### config.mk
export PLATFORM = sky130hd
export DESIGN_NAME = period_timer
export DESIGN_NICKNAME = d
export VERILOG_FILES = /design/src/rtl/period_timer_pkg.sv /design/src/rtl/period_timer_seg7_digit_decoder.sv /design/src/rtl/period_timer.sv
export SDC_FILE = /design/constraint.sdc
export NUM_CORES = 1
export LEC_CHECK = 0
export ABC_AREA = 1
export CAP_MARGIN = 20
export CELL_PAD_IN_SITES_DETAIL_PLACEMENT = 1
export CELL_PAD_IN_SITES_GLOBAL_PLACEMENT = 1
export CORE_ASPECT_RATIO = 0.75
export CORE_MARGIN = 1.5
export CORE_UTILIZATION = 42
export DETAILED_ROUTE_END_ITERATION = 6
export DONT_BUFFER_PORTS = 1
export PLACE_DENSITY_LB_ADDON = 0.1
export RECOVER_POWER = 25
export SYNTH_ARGS = -nofsm -noshare
export SYNTH_HDL_FRONTEND = slang
export SYNTH_SLANG_ARGS = --single-unit
### constraint.sdc
create_clock -name Clk100M -period 2.75 [get_ports Clk100M]
set_clock_uncertainty 0.05 [all_clocks]
set_input_delay 0.55 -clock Clk100M [delete_from_list [all_inputs] [get_ports Clk100M]]
set_output_delay 0.55 -clock Clk100M [all_outputs]
set_load 0.01 [all_outputs]
### src/rtl/period_timer_pkg.sv
// Shared types and constants for the period timer: FSM state encoding,
// active-low seven-segment patterns and the duration clamp helper.
package period_timer_pkg;

    typedef enum logic [1:0] {
        IDLE,
        RUN,
        PAUSED,
        DONE
    } state_t;

    // Active-low {dp,g,f,e,d,c,b,a}; all ones turns every segment off.
    localparam logic [7:0] SEG_BLANK = 8'hFF;

    // Digit patterns, entry [d] holds the segments for digit d.
    localparam logic [9:0][7:0] SEG_TABLE = {
        8'h90,  // 9
        8'h80,  // 8
        8'hF8,  // 7
        8'h82,  // 6
        8'h92,  // 5
        8'h99,  // 4
        8'hB0,  // 3
        8'hA4,  // 2
        8'hF9,  // 1
        8'hC0   // 0
    };

    // A request of zero selects the default; oversize requests saturate.
    function automatic int unsigned clamp_seconds(input int unsigned req,
                                                  input int unsigned max_s,
                                                  input int unsigned def_s);
        if (req == 0) begin
            return def_s;
        end
        if (req > max_s) begin
            return max_s;
        end
        return req;
    endfunction

endpackage

### src/rtl/period_timer_seg7_digit_decoder.sv
// Registered BCD digit to active-low seven-segment decoder with blanking.
// Non-decimal codes are shown blank.
module seg7_digit_decoder
    import period_timer_pkg::*;
(
    input  logic       Clk100M,
    input  logic       Reset,
    input  logic [3:0] digit,
    input  logic       blank,
    output logic [7:0] seg
);

    // Segment register, blank out of reset.
    always_ff @(posedge Clk100M or posedge Reset) begin
        if (Reset) begin
            seg <= SEG_BLANK;
        end else if (blank || (digit > 4'd9)) begin
            seg <= SEG_BLANK;
        end else begin
            seg <= SEG_TABLE[digit];
        end
    end

endmodule

### src/rtl/period_timer.sv
// Programmable countdown period timer with pause/abort, completion pulse,
// per-second tick and a two-digit seven-segment readout of seconds left.
// Optional warning blink is enabled by defining PERIOD_TIMER_WARN_EN.
module period_timer
    import period_timer_pkg::*;
#(
    parameter int unsigned CLK_FREQ_HZ     = 100_000_000,
    parameter int unsigned SEC_W           = 7,
    parameter int unsigned MAX_SECONDS     = 99,
    parameter int unsigned DEFAULT_SECONDS = 5
`ifdef PERIOD_TIMER_WARN_EN
    ,
    parameter int unsigned WARN_SECONDS    = 3
`endif
) (
    input  logic             Clk100M,
    input  logic             Reset,
    input  logic             startSig,
    input  logic [SEC_W-1:0] durationSec,
    input  logic             pauseSig,
    input  logic             abortSig,
    output logic             busy,
    output logic             levelComplete,
    output logic             tickSec,
    output logic [SEC_W-1:0] remainingSec,
    output logic [7:0]       postSeg0,
    output logic [7:0]       postSeg1,
    output logic [7:0]       postSeg2,
    output logic [7:0]       postSeg3
`ifdef PERIOD_TIMER_WARN_EN
    ,
    output logic             periodWarn
`endif
);

    localparam int unsigned      PRE_W    = (CLK_FREQ_HZ > 1) ? $clog2(CLK_FREQ_HZ) : 1;
    localparam logic [PRE_W-1:0] PRE_LAST = PRE_W'(CLK_FREQ_HZ - 1);
`ifdef PERIOD_TIMER_WARN_EN
    localparam logic [PRE_W-1:0] PRE_HALF = PRE_W'(CLK_FREQ_HZ / 2);
`endif

    state_t             state;
    state_t             state_nxt;
    logic [PRE_W-1:0]   prescaler;
    logic               terminal;
    logic [SEC_W-1:0]   duration_d;
    logic [3:0]         tens;
    logic [3:0]         ones;
    logic [SEC_W-1:0]   tens_x10;
    logic               blink;
    logic               blank_tens;
    logic               blank_ones;

    assign terminal   = (prescaler == PRE_LAST);
    assign duration_d = SEC_W'(clamp_seconds(32'(durationSec), MAX_SECONDS, DEFAULT_SECONDS));
    assign postSeg2   = SEG_BLANK;
    assign postSeg3   = SEG_BLANK;

    // State register.
    always_ff @(posedge Clk100M or posedge Reset) begin
        if (Reset) begin
            state <= IDLE;
        end else begin
            state <= state_nxt;
        end
    end

    // Next state: abort beats pause, pause beats the terminal tick.
    always_comb begin
        state_nxt = state;
        case (state)
            IDLE: begin
                if (startSig && !abortSig) begin
                    state_nxt = RUN;
                end
            end
            RUN: begin
                if (abortSig) begin
                    state_nxt = IDLE;
                end else if (pauseSig) begin
                    state_nxt = PAUSED;
                end else if (terminal && (remainingSec <= SEC_W'(1))) begin
                    state_nxt = DONE;
                end
            end
            PAUSED: begin
                if (abortSig) begin
                    state_nxt = IDLE;
                end else if (!pauseSig) begin
                    state_nxt = RUN;
                end
            end
            default: state_nxt = IDLE;
        endcase
    end

    // State-decoded outputs.
    always_comb begin
        busy          = (state == RUN) || (state == PAUSED);
        levelComplete = (state == DONE);
    end

    // Prescaler, remaining seconds and the tick pulse.
    always_ff @(posedge Clk100M or posedge Reset) begin
        if (Reset) begin
            prescaler    <= '0;
            remainingSec <= '0;
            tickSec      <= 1'b0;
        end else begin
            tickSec <= 1'b0;
            case (state)
                IDLE: begin
                    prescaler    <= '0;
                    remainingSec <= (startSig && !abortSig) ? duration_d : '0;
                end
                RUN: begin
                    if (abortSig) begin
                        prescaler    <= '0;
                        remainingSec <= '0;
                    end else if (!pauseSig) begin
                        if (terminal) begin
                            prescaler    <= '0;
                            remainingSec <= (remainingSec != '0) ? remainingSec - SEC_W'(1) : '0;
                            tickSec      <= 1'b1;
                        end else begin
                            prescaler <= prescaler + PRE_W'(1);
                        end
                    end
                end
                PAUSED: begin
                    if (abortSig) begin
                        prescaler    <= '0;
                        remainingSec <= '0;
                    end
                end
                default: begin
                    prescaler    <= '0;
                    remainingSec <= '0;
                end
            endcase
        end
    end

    // Warning flag and blink gate for the last seconds of a period.
`ifdef PERIOD_TIMER_WARN_EN
    always_comb begin
        periodWarn = busy && (remainingSec <= SEC_W'(WARN_SECONDS));
        blink      = periodWarn && (state == RUN) && (prescaler >= PRE_HALF);
    end
`else
    assign blink = 1'b0;
`endif

    // Split remaining seconds into tens/units; ascending compare leaves the largest match.
    always_comb begin
        tens     = 4'd0;
        tens_x10 = '0;
        for (int unsigned t = 1; t <= 9; t++) begin
            if (remainingSec >= SEC_W'(10 * t)) begin
                tens     = 4'(t);
                tens_x10 = SEC_W'(10 * t);
            end
        end
        ones       = 4'(remainingSec - tens_x10);
        blank_ones = (state == IDLE) || blink;
        blank_tens = (state == IDLE) || (tens == 4'd0) || blink;
    end

    seg7_digit_decoder u_digit0 (
        .Clk100M (Clk100M),
        .Reset   (Reset),
        .digit   (ones),
        .blank   (blank_ones),
        .seg     (postSeg0)
    );

    seg7_digit_decoder u_digit1 (
        .Clk100M (Clk100M),
        .Reset   (Reset),
        .digit   (tens),
        .blank   (blank_tens),
        .seg     (postSeg1)
    );

endmodule

Placement by cell class:
Scale: 2 px per micron.
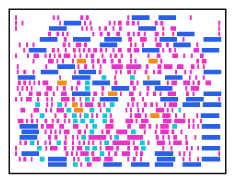
- registers: blue (cells 51; share of their area 35%)
- clock drivers and dummy loads: orange (cells 8; share of their area 2.5%)
- remaining buffers and delay cells: cyan (cells 38; share of their area 7.5%)
- remaining logic cells: magenta (cells 386; share of their area 55%)

Register map, names as in the netlist:
Scale: 2 px per micron.
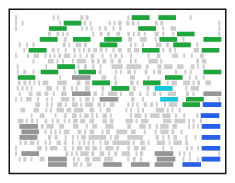
- prescaler: green (flops 27)
- u_digit0.seg: blue (flops 7; where south-east)
- state: cyan (flops 2)
Seq area share: 33.40%
Reg area: 1299 sq um
Flop+latch power: 1140 uW
utilization after layout: 49.11%

Port wiring:
Scale: 4 px per micron.
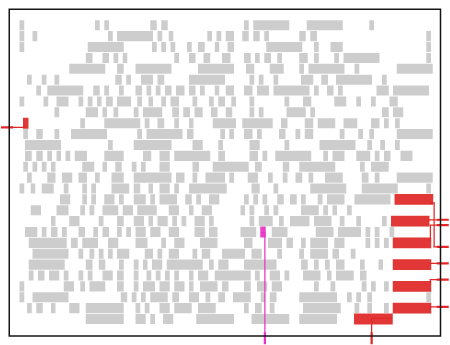
- postSeg0: red (bits 8; direction output; edge 6 east, 1 south, 1 west; end cells 8; buffers 0; wire 42.0 microns)
- abortSig: magenta (bits 1; direction input; edge south; end cells 1; buffers 0; wire 26.2 microns)
I/O pin count: 54
I/O Buffers: 0

Clock network drawn from the DEF:
Scale: 2 px per micron.
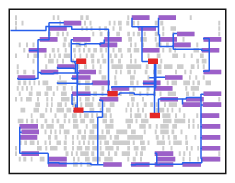
- clock wires: blue (length 747 microns)
- clock-net drivers: red (count 5)
- flip-flops: purple (count 51)
- routed clock nets: 6
Clock Power: 476 uW
Clock Latency Late Sink: 320 ps
clock power share: 8.9%

Cell placement:
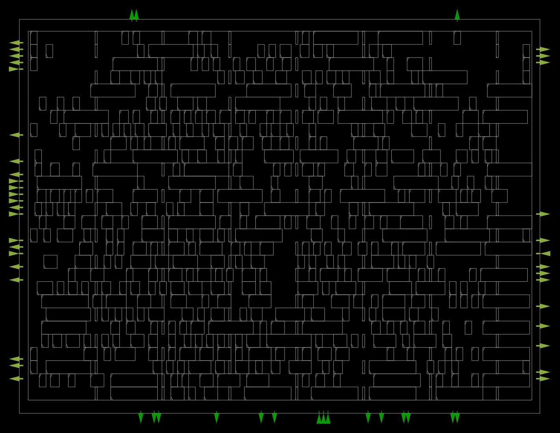
Core Area: 7918 sq um
num rows: 28
# Taps: 105
FILL cells: 1011

==> reports/qor.yml <==
status:
  outcome: "complete, but fails checks"
  violations: "setup timing"
grt:
  grt_use_total_pct: 22.74
placed_design:
  gp_congestion: 0.8496
  place_ws_ps: -63.43
critical_path:
  path_depth: 23
  r2r_cells: 23
  r2r-end: "u_digit0.seg[5]"
  crit_end: "u_digit0.seg[5]"
  cp_top_family: "buffers and inverters"
  crit_chain: "ha_4 -> inv_2 -> nand2_1 -> nand2_1 -> nand2_1 -> nand2_1 -> nand2_1 -> buf_4 -> buf_4 -> buf_4 -> buf_4 -> buf_4 -> buf_4 -> buf_4 -> buf_4 -> nand2_1 -> nand2_2 -> nand2_2 -> nand2_2 -> nand2_4 -> nand2_4 -> a21oi_4 -> nand2_1"
  crit_path_top_delay_cell: "dfrtp_2"
  crit_type: "register to register"
  path_buffers: 9
  worst_path_largest_cell_delay_ps: 450
timing:
  tightest_slew_ps: 1194
  rsz0062_at_grt: "true"
  fin_crit_sh_pct: 102.0
  setup_ws_ps: -54.32
  setup_viol: 7
  relSlewSlack_pct: 20.38
  final_max_slew_viol_count: 0
cells_and_area:
  finalNonFillerCells: 588
  final_cell_mix: "nand2_1, inv_1, nor2_1"
  diodes: 0
clocking:
  cts_root_buffer: "clkbuf_8"
  ctsLongestPathBuffers: 2
  cts.htree.levels: 2
  post_cts_buffers: 12
  cts_inserted_buffers: 5
drt:
  drtIter0Drc: 130
  drtAntennaViolNets: 0
logic_synthesis:
  synth-main-ff-cell: "dfrtp_1"
  synth_cells: 443
  ys_seq_elements: 51
  largest_area_cell: "dfrtp_1"
  synth_top_area_share_pct: 26.94
  async_reset_ff_share_pct: 100.0
  edf_count: 0
hold_path:
  min_path_type: "input port to asynchronous set/reset pin"
pwr:
  p_total_uw: 5362
floorplanning:
  die_h_microns: 81.34
  fp_util_pct: 43.41
  die_area_sq_um: 8740
flow_run:
  drv_cap: 0
[power breakdown]
| group | internal, uW | switching, uW | total, uW |
|---|---|---|---|
| Sequential | 997 | 143 | 1140 |
| Clock | 207 | 269 | 476 |
| Combinational | 1550 | 2190 | 3750 |
| Total | 2760 | 2600 | 5360 |
[metal layers]
layer | vias up | part of all wire (%) | global-route usage, %
met5 | - | 0 | 0
met4 | 0 | 1.3 | 6.053
met3 | 12 | 4.5 | 3.852
met2 | 70 | 40 | 32.04
met1 | 1379 | 54 | 35.29
li1 | 1451 | - | -
[logic make-up (layout without fill, tap and decap cells)]
kind of cell | count (synthesis) | count (layout) | synth area share [%]
and+or+nand+nor | 203 | 203 | 27.48
buffers and inverters | 91 | 114 | 12.60
AOI/OAI and AO/OA | 60 | 60 | 10.19
DFF | 51 | 51 | 37.64
adders and majority gates | 21 | 21 | 7.863
xor gates and xnor gates | 15 | 15 | 3.822
other | 1 | 18 | 0.1091
muxes | 1 | 1 | 0.2912
[synthesized netlist by cell type (2+ instances only)]
library cell  instances
nor3_1               13
nand2_2               4
o22ai_1               2
dfrtp_1              37
nor2_1               55
xor2_1               14
inv_1                60
a21oi_1              13
nand3_1              16
ha_1                 20
o21ai_0              26
nor2_2                4
nand2_1              87
nand4_1               7
nor4_1                4
dfstp_2              14
nor3_2                2
inv_2                 8
buf_4                20
a211oi_1              2
a31oi_1               2
buf_6                 2
o21ai_1               5
a22oi_1               2
nand3_2               2
nand2_4               3
[layout make-up]
type | instances | area, sq um
clock buffer | 7 | 86.33
clock inverter | 1 | 8.758
fill | 1011 | 4029
inverter | 68 | 255.2
multi-input combinational | 318 | 1827
sequential | 51 | 1299
tap | 105 | 131.4
timing repair buffer | 38 | 281.5
Power and IR drop assume default switching activity.
